==> config.mk <==
export PLATFORM = sky130hd
export DESIGN_NAME = pwm_dac
export DESIGN_NICKNAME = d
export VERILOG_FILES = /design/src/rtl/pwm_dac.sv
export SDC_FILE = /design/constraint.sdc
export NUM_CORES = 1
export LEC_CHECK = 0
export ABC_AREA = 1
export CORE_ASPECT_RATIO = 1.4
export CORE_MARGIN = 8
export CORE_UTILIZATION = 30
export DETAILED_ROUTE_END_ITERATION = 8
export PLACE_DENSITY = 0.42
export SLEW_MARGIN = 20
export SYNTH_ARGS = -nofsm -noshare
export SYNTH_HDL_FRONTEND = slang
export SYNTH_SLANG_ARGS = --single-unit
==> constraint.sdc <==
create_clock -name clk -period 2.85 [get_ports clk]
set_clock_uncertainty 0.2 [all_clocks]
set_input_delay 0.4275 -clock clk [delete_from_list [all_inputs] [get_ports clk]]
set_output_delay 0.4275 -clock clk [all_outputs]
set_load 0.03 [all_outputs]
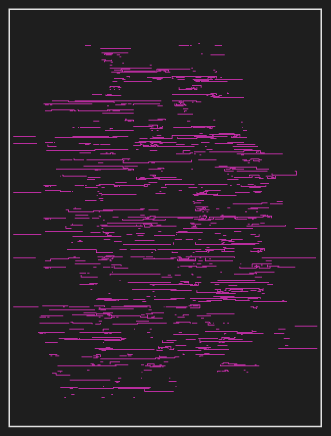
(images/layer_met1.png)
Drawn at 3 px/um.
longest straight run: 28.7 um
nets with wire on the layer: 347
via count: 2,142
met1 usage: 0.1169
WL final: 6.840 mm

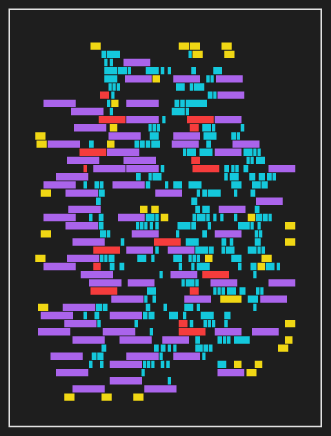
(images/placement_by_type.png)
Drawn at 3 px/um.
| color | class | cells | share of their area |
|---|---|---|---|
| red | clock drivers and dummy loads | 16 | 7.4% |
| yellow | remaining buffers and delay cells | 35 | 8.6% |
| cyan | combinational and other logic | 222 | 33% |
| purple | sequential cells | 70 | 51% |
post-route cell area: 3976 sq um
Placeable Area: 10,410 sq um
# rows: 44
fin util: 0.3822
Seq/total area: 0.4909

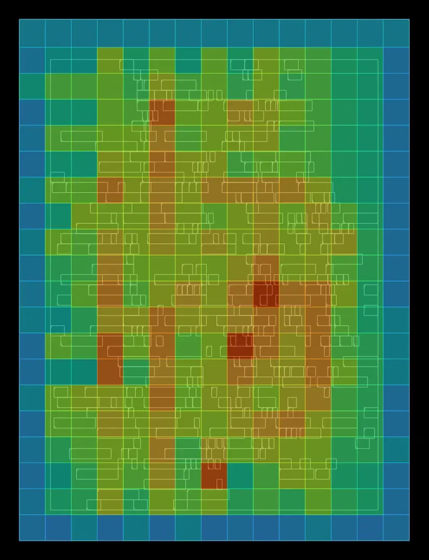
(images/congestion.png)
gr usage total: 0.1028
GR Util met3: 0.02419
DR WL/cell: 14.22 um
global route hottest layer: met2
GR Util met2: 0.1755

==> flow_metrics.env <==
# source this file to load flow results
export IMPL_final_nets=369
export IMPL_warnings=29
export IMPL_enable_flop_cells=40
export IMPL_post_synth_top_count_cell="nand2_1"
export IMPL_port_buffers=21
export IMPL_critical_path_top_delay_family="simple AND/OR/NAND/NOR gates"
export IMPL_fp_utilization=0.3093
export IMPL_setup_viol=0
export IMPL_worst_ep_required_time_ps=2870
export IMPL_top_cells_by_count="nand2_1, edfxtp_1, inv_1"
export IMPL_drive_gt1_frac=0.1720
export IMPL_lay_top_cells="nand2_1, edfxtp_1, inv_1, dfrtp_1, nor2_1"
export IMPL_area_leaders="edfxtp_1, dfrtp_1, ha_1"
export IMPL_slew_viol_final=0
export IMPL_yosys_area_sq_um=3218
export IMPL_status="finished clean"
export IMPL_reg2regPathDepth=16
export IMPL_drv_cap=0
export IMPL_cts_root_buf="clkbuf_16"
export IMPL_grt_pass1_wl_mm=11.53
export IMPL_synthCells=300
export IMPL_tritoncts="done"
export IMPL_viasPerCell=4.453
export IMPL_hold_violations=0
export IMPL_worstHoldPathCells=2
export IMPL_preCtsSetupSlack_ps=97.02
export IMPL_grt_pass1_vias=2234
export IMPL_setup_ws_ps=274.1
export IMPL_period_minus_slack_ps=2576
export IMPL_reg2reg_slack_ps=270
export IMPL_worst_slew_pin_slew_ps=440.7
export IMPL_largest_area_cell="edfxtp_1"
export IMPL_hold_path_class="reg -> reg"
export IMPL_die_area_sq_um=14340
export IMPL_async_flop_share=0.4286
export IMPL_ys_cells=300
export IMPL_path_common_cell="nand2_1"
export IMPL_drc_errors=0
export IMPL_crit_arrival_ps=2600
export IMPL_die_y_um=138.5
export IMPL_largest_reg_flops=40
export IMPL_slowest_stage="dfrtp_1"
export IMPL_grt_max_degree=31
export IMPL_die_x_um=103.5
export IMPL_synth_nets=331
export IMPL_yosysWarnings=0
export IMPL_flop_cell="edfxtp_1"
export IMPL_endpoint_kind="register"
==> power breakdown <==
part / internal [mW] / switching [mW]
logic: 0.178 / 0.219
registers: 1.12 / 0.0460
clock network: 0.598 / 0.445
total: 1.90 / 0.710
==> per-stage QoR <==
step	cells	util
floorplan	300	-
CTS	481	0.3802
finish	481	0.3822
global route	481	0.3822
detailed placement	465	0.3533
global placement	465	0.3533
==> area by class of cell <==
| type | instances | area, sq um |
|---|---|---|
| multi-input combinational | 177 | 1074 |
| timing repair buffer | 35 | 327.8 |
| inverter | 45 | 170.2 |
| fill | 1022 | 6429 |
| clock inverter | 7 | 55.05 |
| tap | 138 | 172.7 |
| clock buffer | 9 | 225.2 |
| sequential | 70 | 1952 |
==> cell families after synthesis <==
family          share of synthesized area
compound gates                    0.09953
xor+xnor                          0.03266
fa+ha+maj                         0.06454
buf+inv                           0.06610
flops                              0.6065
simple gates                       0.1306
==> per-layer routing <==
metal | vias up | track usage | part of all wire
li1 | 1078 | - | -
met1 | 1032 | 0.1169 | 0.45
met2 | 24 | 0.1755 | 0.51
met3 | 8 | 0.02419 | 0.023
met4 | 0 | 0.05124 | 0.018
met5 | - | 0 | 0
==> worst reg2reg max path: cells and delay by family, from the launching register on <==
| family | cells | cell delay (ps) |
|---|---|---|
| flops | 1 | 350 |
| simple gates | 9 | 740 |
| buf+inv | 2 | 240 |
| compound gates | 3 | 470 |
| fa+ha+maj | 2 | 470 |
==> timing repair <==
item	in CTS	in global routing
endpoints found under the setup margin	0	1
resized	0	5
buffers inserted	0	0
Power figures rest on the tool's default switching activity, not on a simulated workload.
